$ cat src/rtl/alu_rr_arbiter.sv
// Round-robin front end sharing one external 8-bit ALU; grant to rsp_valid is 2 cycles, one op in flight.
// Backpressure: rsp_ready low holds the response stable and blocks all req_ready until it is taken.
module alu_rr_arbiter #(
  parameter int NREQ = 4,
  parameter int IDW  = 2
) (
  input  logic              clk,
  input  logic              rst_n,
  input  logic [NREQ-1:0]   req_valid,
  output logic [NREQ-1:0]   req_ready,
  input  logic [8*NREQ-1:0] req_a,
  input  logic [8*NREQ-1:0] req_b,
  input  logic [4*NREQ-1:0] req_op,
  output logic [7:0]        alu_bin1,
  output logic [7:0]        alu_bin2,
  output logic [3:0]        alu_opcode,
  input  logic [7:0]        alu_out,
  input  logic              alu_carry,
  output logic              rsp_valid,
  input  logic              rsp_ready,
  output logic [7:0]        rsp_data,
  output logic              rsp_carry,
  output logic [IDW-1:0]    rsp_id,
  output logic              busy
);

  typedef enum logic [1:0] {IDLE = 2'd0, EXEC = 2'd1, RESP = 2'd2} state_t;

  state_t         state_q, state_d;
  logic [IDW-1:0] rr_ptr;
  logic [IDW-1:0] next_ptr;
  logic           grant_vld;
  logic [IDW-1:0] grant_id;
  logic [7:0]     sel_a, sel_b;
  logic [3:0]     sel_op;

  // Scan from the highest offset down so the nearest requester at or after rr_ptr wins.
  always_comb begin
    grant_vld = 1'b0;
    grant_id  = '0;
    for (int k = NREQ - 1; k >= 0; k--) begin
      for (int i = 0; i < NREQ; i++) begin
        if (req_valid[i] && (i == (int'(rr_ptr) + k) % NREQ)) begin
          grant_vld = 1'b1;
          grant_id  = IDW'(i);
        end
      end
    end
  end

  always_comb begin
    sel_a  = '0;
    sel_b  = '0;
    sel_op = '0;
    for (int i = 0; i < NREQ; i++) begin
      if (IDW'(i) == grant_id) begin
        sel_a  = req_a[8*i +: 8];
        sel_b  = req_b[8*i +: 8];
        sel_op = req_op[4*i +: 4];
      end
    end
  end

  assign next_ptr = (int'(rsp_id) == NREQ - 1) ? '0 : rsp_id + IDW'(1);

  // req_ready is gated by rst_n so nothing is accepted while reset is held.
  always_comb begin
    state_d   = state_q;
    req_ready = '0;
    case (state_q)
      IDLE: begin
        if (grant_vld) begin
          state_d = EXEC;
          for (int i = 0; i < NREQ; i++) begin
            if (IDW'(i) == grant_id) req_ready[i] = rst_n;
          end
        end
      end
      EXEC:    state_d = RESP;
      RESP:    if (rsp_ready) state_d = IDLE;
      default: state_d = IDLE;
    endcase
  end

  always_ff @(posedge clk or negedge rst_n) begin
    if (!rst_n) begin
      state_q    <= IDLE;
      rr_ptr     <= '0;
      alu_bin1   <= '0;
      alu_bin2   <= '0;
      alu_opcode <= '0;
      rsp_valid  <= 1'b0;
      rsp_data   <= '0;
      rsp_carry  <= 1'b0;
      rsp_id     <= '0;
    end else begin
      state_q <= state_d;
      case (state_q)
        IDLE: begin
          if (grant_vld) begin
            alu_bin1   <= sel_a;
            alu_bin2   <= sel_b;
            alu_opcode <= sel_op;
            rsp_id     <= grant_id;
          end
        end
        EXEC: begin
          rsp_data  <= alu_out;
          // Carry is meaningful only for the add/sub families (0,1,8,9).
          rsp_carry <= alu_carry & (alu_opcode[2:1] == 2'b00);
          rsp_valid <= 1'b1;
          rr_ptr    <= next_ptr;
        end
        RESP: begin
          if (rsp_ready) rsp_valid <= 1'b0;
        end
        default: ;
      endcase
    end
  end

  assign busy = (state_q != IDLE);

endmodule

$ cat config.mk
export PLATFORM = sky130hd
export DESIGN_NAME = alu_rr_arbiter
export DESIGN_NICKNAME = d
export VERILOG_FILES = /design/src/rtl/alu_rr_arbiter.sv
export SDC_FILE = /design/constraint.sdc
export NUM_CORES = 1
export LEC_CHECK = 0
export CAP_MARGIN = 20
export CORE_UTILIZATION = 40
export DETAILED_ROUTE_END_ITERATION = 8
export GPL_ROUTABILITY_DRIVEN = 0
export GPL_TIMING_DRIVEN = 0
export PLACE_DENSITY = 0.86
export SLEW_MARGIN = 20
export SYNTH_ARGS = -nofsm -noshare
export SYNTH_HDL_FRONTEND = slang
export SYNTH_SLANG_ARGS = --single-unit
$ cat constraint.sdc
create_clock -name clk -period 3.1 [get_ports clk]
set_input_delay 0.62 -clock clk [delete_from_list [all_inputs] [get_ports clk]]
set_output_delay 0.62 -clock clk [all_outputs]
set_load 0.005 [all_outputs]
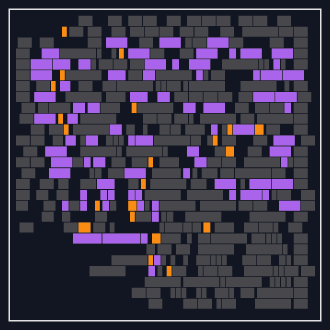
Figure 1: run 1, gate families picked out.
Drawn at 4 px/um.
[orange] nor cells | cells: 21 | most used: nor2_1
[purple] aoi and oai cells | cells: 79 | most used: a221oi_2

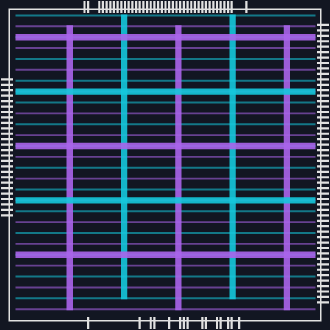
Figure 2: run 1, power grid.
Drawn at 4 px/um. Pins as bars on the die edge.
[cyan] VDD
[purple] VSS
met4 straps: 5
met5 straps: 5
met1 rails: 28
rows: 27
signal pins: 133
Max IR drop VDD: 0.379 mV
Chip Width: 77.5 um
die height: 77.5 um

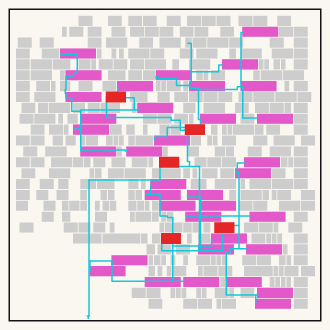
Figure 3: run 1, clock wires, drivers and flops.
Drawn at 4 px/um.
[red] clock drivers | count: 5
[cyan] clock wires | length: 479 um
[magenta] flip-flops | count: 36
routed clock nets: 6

[run 1: final cells by class]
class                           count  area (sq um)  share of cell area
Clock inverter                      2          10.0             0.00261
Inverter                            4          15.0             0.00392
Sequential cell                    36           901               0.235
Buffer                             16           135              0.0352
Timing Repair Buffer              137          1360               0.355
Clock buffer                        6          82.6              0.0215
Tap cell                           72          90.1              0.0235
Multi-Input combinational cell    166          1240               0.323
[run 1: power groups by stage]
stage / Combinational (mW) / Sequential [mW] / Clock [mW]
floorplan: 1.04 / 0.854 / 0
global placement: 1.82 / 0.849 / 0
detailed placement: 1.87 / 0.859 / 0
CTS: 1.88 / 0.852 / 0.353
global route: 2.07 / 0.884 / 0.374
finish: 1.90 / 0.852 / 0.347
[run 1: synthesized netlist by cell type]
master      n
a2bb2oi_1   8
o221ai_2   10
nor2_1     15
nand2_2     2
o221ai_1    3
and3_4      1
o22a_2      1
o21ai_0     6
o21ai_1    15
a211oi_2    1
nand2_1    50
ha_1        1
nor2b_2     1
or2_2       1
o22ai_4     1
o311a_2     1
buf_4       4
dfrtp_1    36
clkbuf_1    4
or3_1       1
nor2_2      1
buf_2       2
a21o_1      1
buf_8       1
nand2b_2    1
a221oi_2   20
o31ai_2     5
or2b_1      1
nand3_1     1
buf_12      1
a22o_1      1
o31ai_1     3
o311ai_2    1
nand2b_1    1
inv_2       2
nor3_1      1
nor2b_1     3
inv_1       2
buf_6       4
a21oi_1     6
a211o_1     2
[run 1: cells by family (layout without fill, tap and decap cells)]
group | after synthesis | in the layout | synth area share
adders and majority gates | 1 | 1 | 0.00548
DFF | 36 | 36 | 0.395
and+or+nand+nor | 80 | 80 | 0.152
buffers and inverters | 20 | 165 | 0.0658
AOI/OAI and AO/OA | 85 | 85 | 0.382
[run 1: how the worst max path moves through the flow]
stage            startpoint      endpoint  slack [ps]
2_1_floorplan  req_valid[2]  req_ready[0]         970
3_3_place_gp          rst_n  req_ready[3]        -850
3_5_place_dp   req_valid[2]  req_ready[0]        -260
4_1_cts        req_valid[2]  req_ready[0]          -4
5_1_grt        req_valid[2]  req_ready[0]          -2
6_report       req_valid[2]  req_ready[0]          60
[run 1: state kept, by name, indices dropped and copies added (netlist names)]
signal / flops
alu_bin1: 8
alu_bin2: 8
rsp_data: 8
alu_opcode: 4
rr_ptr: 2
rsp_id: 2
state_q: 2
rsp_carry: 1
rsp_valid: 1
[run 1: per-stage QoR]
stage                     total power [mW]  cell area (sq um)  utilization  setup TNS [ps]
after floorplan                       1.90               2280            -               0
after global placement                2.67               3690        0.671           -3370
after detailed placement              2.73               3710        0.673            -669
after CTS                             3.09               3800        0.691           -4.44
after global routing                  3.32               3830        0.696           -1.88
final                                 3.10               3830        0.696               0
[run 1: metal layers]
layer  vias to the layer above  global-route usage  wire, um  part of all wire
met5                         -                   0         0                 0
met4                         0              0.0717        86             0.012
met3                         8              0.0424       452             0.061
met2                       108               0.422      3610              0.49
met1                      1141               0.320      3210              0.44
li1                       1122                   -         -                 -
[run 1: what timing repair did]
action / 4_1_cts / 5_1_grt
pin swaps: 1 / 1
endpoints found under the setup margin: 4 / 1
buffers inserted: 0 / 4
gates resized: 5 / 0
hold endpoints to repair: 0 / 0
==> impl_metrics.py, run 1 <==
# Generated from Yosys and OpenROAD reports
metrics = {
    "status": {
        "outcome": "finished, final reports clean",
    },
    "routing": {
        "drtIter0Drc": 96,
        "drt_wl_total_um": 7360,
        "routedWlPerCell_um": 16.8,
    },
    "power_and_ir_drop": {
        "switching_share": 0.394,
        "seq_power_share": 0.275,
        "combPwrFrac": 0.613,
        "clkPwrFrac": 0.112,
        "p_leak_nw": 1.53,
        "powerDensity_nw_per_um2": 809,
    },
    "setup_path": {
        "path_cells": "dlygate4sd2_1, nor2b_2, o22a_2, o22ai_4, buf_8, nor2b_1, clkdlybuf4s50_1",
        "cp.depth": 7,
        "critical_path.max_stage_delay_ps": 520,
        "worstPathRequired_ps": 2480,
        "cp_slowest_cell": "clkdlybuf4s50_1",
        "crit_fanout": 8,
        "path_buffers": 3,
        "r2r_end": "alu_opcode[2]",
        "critical_path_class": "primary input to output port",
        "worstReg2RegStart": "rr_ptr[0]",
        "cp_top_family": "buffers and inverters",
        "reg2reg_setup_slack_ps": 1330,
    },
    "sta": {
        "postLayoutSetupSlackWorst_ps": 63.0,
        "finalMaxSlewViolations": 0,
        "hold_viol": 0,
        "hold_ws_ps": 184,
        "fin_crit_sh": 0.980,
    },
    "cells_and_area": {
        "area_delta_synth_final_pct": 68.1,
        "diodes": 0,
        "layout_top_cells": "127 x clkdlybuf4s50_1, 50 x nand2_1, 36 x dfrtp_1",
    },
    "die": {
        "rows": 27,
    },
    "clock_tree": {
        "cts_sinks": 36,
        "hold_buffers": 0,
        "clock_latency_ps": 290,
        "path_clk_slew_ps": 70,
        "cts_root_buffer": "clkbuf_8",
        "tritoncts": "done",
    },
    "placement": {
        "post-dp-hpwl_um": 5580,
        "port_buffers": 132,
        "dpl.cell_count": 427,
    },
    "synthesis": {
        "largest_area_cell": "dfrtp_1",
        "syn_nets": 319,
        "syn_area_sq_um": 2280,
        "synth_stat.cells": 222,
        "top_area_frac": 0.395,
    },
    "grt": {
        "grt_pass1_vias": 2312,
        "grt_first_pass_wirelength_um": 11600,
        "grt.overflow.total": 0,
    },
}
==> inputs of run 2 (changes only) <==
- HOLD_SLACK_MARGIN: not set -> 0.12
==> run 2 against run 1 <==
Combinational power is essentially flat. Die area is the same. Core utilization is the same. Critical path type unchanged. Critical endpoint unchanged.
==> impl_metrics.py, run 2 <==
# Generated from Yosys and OpenROAD reports
metrics = {
    "status": {
        "outcome": "finished, final reports clean",
    },
    "clock_tree": {
        "clock_latency_ps": 290,
        "hold_buffers": 0,
        "cts_sinks": 36,
        "path_clk_slew_ps": 70,
    },
    "cells_and_area": {
        "final_area_sq_um": 3830,
        "regArea_sq_um": 901,
        "area_delta_synth_final_pct": 68.1,
    },
    "routing": {
        "routedWlPerCell_um": 16.8,
        "drtIter0Drc": 96,
    },
    "placement": {
        "placed_cell_area_sq_um": 3710,
        "post-dp-hpwl_um": 5580,
        "port_buffers": 132,
    },
    "die": {
        "die_w_um": 77.5,
        "rows": 27,
    },
    "synthesis": {
        "syn_area_sq_um": 2280,
        "largest_area_cell": "dfrtp_1",
        "synth_top_cell_by_count": "nand2_1",
        "synth-edff-count": 0,
        "common_cells": "50 x nand2_1, 36 x dfrtp_1, 20 x a221oi_2, 15 x nor2_1, 15 x o21ai_1",
    },
    "power_and_ir_drop": {
        "p_leak_nw": 1.53,
        "powerDensity_nw_per_um2": 809,
        "vdd_ir_drop_max_mv": 0.379,
        "seq_power_share": 0.275,
        "switching_share": 0.394,
    },
    "setup_path": {
        "crit_fanout": 8,
    },
    "sta": {
        "postLayoutSetupSlackWorst_ps": 63.0,
    },
    "grt": {
        "grt.overflow.total": 0,
    },
}
==> run 2: cell counts in the layout (fill, tap and decap cells not counted) <==
No cell type changed its count.
==> run 2: cell type report <==
type | instances | share of cell area
tap | 72 | 0.0235
multi-input combinational | 166 | 0.323
clock buffer | 6 | 0.0215
timing repair buffer | 137 | 0.355
clock inverter | 2 | 0.00261
inverter | 4 | 0.00392
sequential | 36 | 0.235
buffer | 16 | 0.0352
==> run 2: worst max-delay path, stage by stage <==
cell	delay, ps
dlygate4sd2_1	350
nor2b_2	220
o22a_2	230
o22ai_4	210
buf_8	150
nor2b_1	120
clkdlybuf4s50_1	520
==> run 2: path summary, 6_finish.rpt <==
| check | start | to | slack (ps) | depth (start not counted) |
|---|---|---|---|---|
| min reg2reg | rsp_data[0] | rsp_data[0] | 480 | 2 |
| min in group clk | rsp_data[0] | rsp_data[0] | 480 | 2 |
| max | req_valid[2] | req_ready[0] | 60 | 7 |
| min | rst_n | rsp_data[5] | 180 | 1 |
| max reg2reg | rr_ptr[0] | alu_opcode[2] | 1330 | 7 |
| max in group asynchronous | rst_n | rsp_id[0] | 2490 | 2 |
==> run 2: logic make-up (layout without fill, tap and decap cells) <==
family          Yosys count  in the layout  synth area share
compound gates           85             85             0.382
fa+ha+maj                 1              1           0.00548
buf+inv                  20            165            0.0658
flops                    36             36             0.395
simple gates             80             80             0.152
==> run 2: repair_timing <==
item	4_1_cts	5_1_grt
resized	5	0
pin swaps	1	1
setup endpoints to repair	4	1
buffers inserted	0	4
==> run 2: through the flow <==
step                utilization  instances
floorplan                     -        222
finish                    0.696        439
global placement          0.671        426
global route              0.696        439
CTS                       0.691        435
detailed placement        0.673        427
==> run 2: routing by layer <==
metal	routed length (um)	global-route usage	up-vias
met5	0	0	-
met4	86	0.0717	0
met3	452	0.0424	8
met2	3610	0.422	108
met1	3210	0.320	1141
li1	-	-	1122
==> run 2: power by group through the flow <==
stage	sequential, mW	clock, mW	combinational, mW
3_3_place_gp	0.849	0	1.82
3_5_place_dp	0.859	0	1.87
5_1_grt	0.884	0.374	2.07
4_1_cts	0.852	0.353	1.88
6_report	0.852	0.347	1.90
2_1_floorplan	0.854	0	1.04
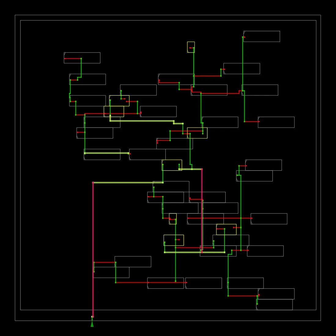
Figure 4: run 2, clock nets.
clock buf count: 6
FFs & Latches: 36

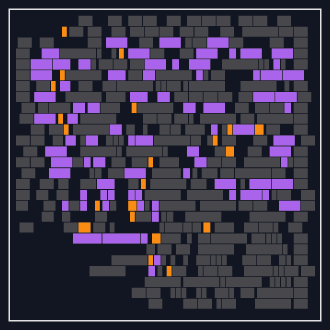
Figure 5: run 2, gate families picked out.
Drawn at 4 px/um.
[purple] aoi and oai cells | cells: 79 | most used: a221oi_2
[orange] nor cells | cells: 21 | most used: nor2_1
Top cell excl fill/tap: clkdlybuf4s50_1
Comb/total area: 0.323
Layout Cells excl Fill: 439

==> inputs of run 3 (changes only) <==
- CORE_UTILIZATION: 40 -> 32
- CTS_CLUSTER_DIAMETER: not set -> 80
- PLACE_DENSITY: 0.86 -> 0.72
==> run 3 against run 2 <==
Design area is 2.0% higher. Routed wire length is 2.2% higher. Register-to-register slack worse by 40 ps. Non-clock buffer count is 3 higher. Worst setup slack better by 53 ps. Sequential power hardly changed. Critical endpoint is now req_ready[1]. Largest power group unchanged.
==> impl_metrics.py, run 3 <==
# Generated from Yosys and OpenROAD reports
metrics = {
    "status": {
        "outcome": "finished, final reports clean",
    },
    "clock_tree": {
        "tritoncts": "done",
        "path_clk_slew_ps": 80,
        "cts_root_buffer": "clkbuf_8",
    },
    "synthesis": {
        "top_area_frac": 0.395,
        "synth_top_cell_by_count": "nand2_1",
        "topCellsByArea": "dfrtp_1 39%, a221oi_2 13%, nand2_1 8.2%",
        "syn_area_sq_um": 2280,
        "ff_type": "dfrtp_1",
        "largest_area_cell": "dfrtp_1",
        "synth_stat.cells": 222,
        "syn_nets": 319,
        "common_cells": "50 x nand2_1, 36 x dfrtp_1, 20 x a221oi_2, 15 x nor2_1, 15 x o21ai_1",
        "async_reset_ff_frac": 1.00,
    },
    "routing": {
        "routedWlPerCell_um": 16.2,
        "drt-met1-wl_um": 3310,
        "drtIter0Drc": 83,
        "wl_met2_um": 3640,
        "drt_wl_total_um": 7530,
    },
    "grt": {
        "grt_pass1_vias": 2357,
        "grt_first_pass_wirelength_um": 11800,
        "grt.overflow.total": 0,
    },
    "cells_and_area": {
        "lay_top_count": "clkdlybuf4s50_1",
        "area_delta_synth_final_pct": 71.4,
        "largest_registers": "alu_bin1 x8, alu_bin2 x8, rsp_data x8",
        "final_cells": 466,
        "diodes": 0,
        "layout_top_cells": "127 x clkdlybuf4s50_1, 50 x nand2_1, 36 x dfrtp_1",
    },
    "sta": {
        "hold_viol": 0,
        "hold_ws_ps": 183,
        "fin_crit_sh": 0.962,
        "finalMaxSlewViolations": 0,
        "grt_setup_unrepaired": "false",
        "postLayoutSetupSlackWorst_ps": 116,
    },
    "die": {
        "die_w_um": 86.4,
    },
    "setup_path": {
        "worstPathRequired_ps": 2480,
        "cp_slowest_cell": "clkdlybuf4s50_1",
        "cp_top_family": "buffers and inverters",
        "worstReg2RegStart": "state_q[1]",
        "path_buffers": 3,
    },
    "power_and_ir_drop": {
        "powerDensity_nw_per_um2": 818,
        "vdd_ir_drop_max_mv": 0.326,
        "switching_share": 0.388,
        "combPwrFrac": 0.604,
        "p_leak_nw": 1.55,
        "finalPower_mw": 3.20,
        "seq_power_share": 0.266,
    },
    "placement": {
        "port_buffers": 132,
        "post-dp-hpwl_um": 5740,
        "dpl.cell_count": 451,
    },
}
==> run 3: worst reg2reg max path: stages (launching register included) <==
cell       delay [ps]
dfrtp_1           420
or2_2             340
a21o_1            260
clkbuf_1          310
a2bb2oi_1         260
o31ai_1           100
==> run 3: path summary, 6_finish.rpt <==
kind	to	slack, ps	depth (start not counted)
min in group clk	rsp_data[7]	480	2
max in group asynchronous	alu_bin2[6]	2490	2
setup reg to reg	alu_opcode[3]	1290	5
hold reg to reg	rsp_data[7]	480	2
hold / removal	rsp_data[1]	180	1
setup / recovery	req_ready[1]	120	7
==> run 3: cell families (layout without fill, tap and decap cells) <==
logic type,count (synthesis),count (layout),synth area share
AND-OR/OR-AND,85,85,0.382
AND/OR/NAND/NOR,80,80,0.152
flip-flops,36,36,0.395
buffers and inverters,20,168,0.0658
adder cells (fa/ha/maj),1,1,0.00548
==> run 3: repair_timing <==
action | in CTS | in global routing
endpoints found under the setup margin | 4 | 2
pin swaps | 0 | 1
buffers inserted | 0 | 7
hold buffers | 0 | 0
gates resized | 5 | 1
==> run 3: through the flow <==
step	util	setup TNS [ps]	cell area, sq um
finish	0.572	0	3910
global route	0.572	0	3910
CTS	0.564	0	3850
detailed placement	0.547	-599	3740
global placement	0.545	-3730	3720
floorplan	-	0	2280
==> run 3: final cells by class <==
cell class	instances	area (sq um)	area share
plain buffers	16	139	0.0355
inverters	4	15.0	0.00384
well taps	96	120	0.0307
clock inverters	3	42.5	0.0109
clock buffers	5	68.8	0.0176
multi-input cells	166	1240	0.317
flip-flops and latches	36	901	0.230
repair buffers	140	1380	0.354
==> run 3: power groups by stage <==
stage          Combinational [mW]  Sequential [mW]  Clock [mW]
6_report                     1.93            0.851       0.415
5_1_grt                      2.12            0.880       0.441
4_1_cts                      1.90            0.852       0.423
3_5_place_dp                 1.89            0.858           0
3_3_place_gp                 1.85            0.852           0
2_1_floorplan                1.04            0.854           0
==> run 3: routing by layer <==
layer  GRT usage  up-vias
met5           0        -
met4      0.0773        0
met3      0.0343        8
met2       0.343       96
met1       0.265     1123
li1            -     1133
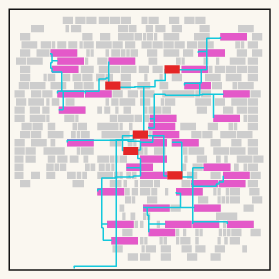
Figure 6: run 3, clock wires, drivers and flops.
Drawn at 3 px/um.
[cyan] clock wires | length: 490 um
[red] clock drivers | count: 5
[magenta] flip-flops | count: 36
flops lie: widely spread

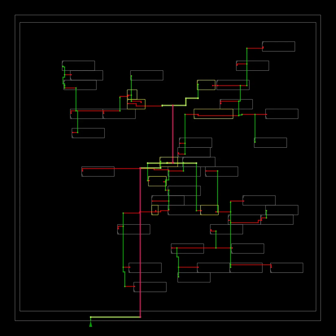
Figure 7: run 3, clock nets.
power in the clock group: 0.415 mW
Clk Latency, worst-skew pair: 290 ps
CTS Buf Count: 5


==> layout pictures side by side <==
Routed metal, one colour a layer.
Drawn at 6 px/um.
shot_01.png
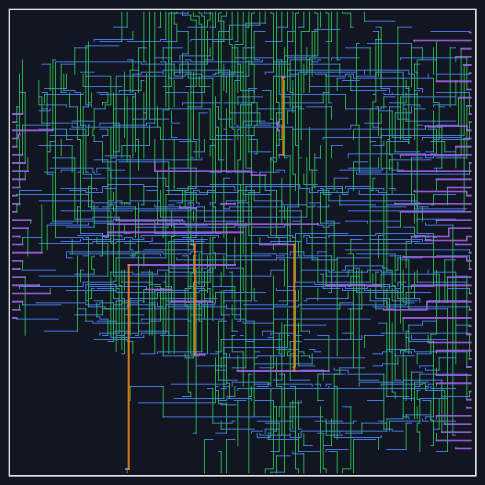
shot_02.png
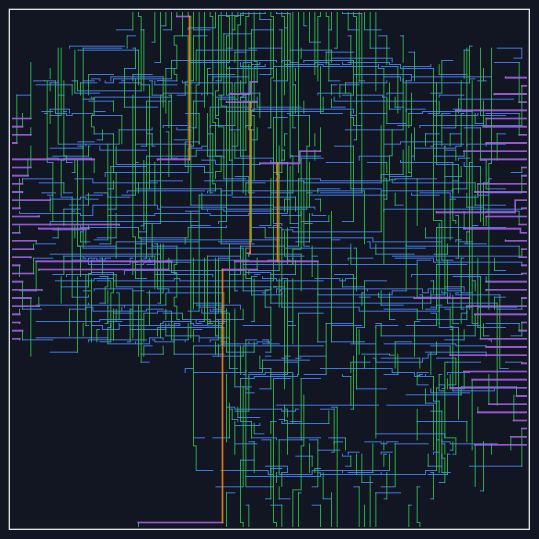
| from | picture |
|---|---|
| run 3 | shot_02.png |
| run 1 | shot_01.png |
The one with the largest die is shot_02.png.

Key to shot_02.png:
[blue] metal 1 | wire length: 3,310 um
[green] metal 2 | wire length: 3,640 um
[purple] metal 3 | wire length: 468 um
[orange] metal 4 | wire length: 107 um

No activity file was given, so power comes from the tool's default toggle rates.
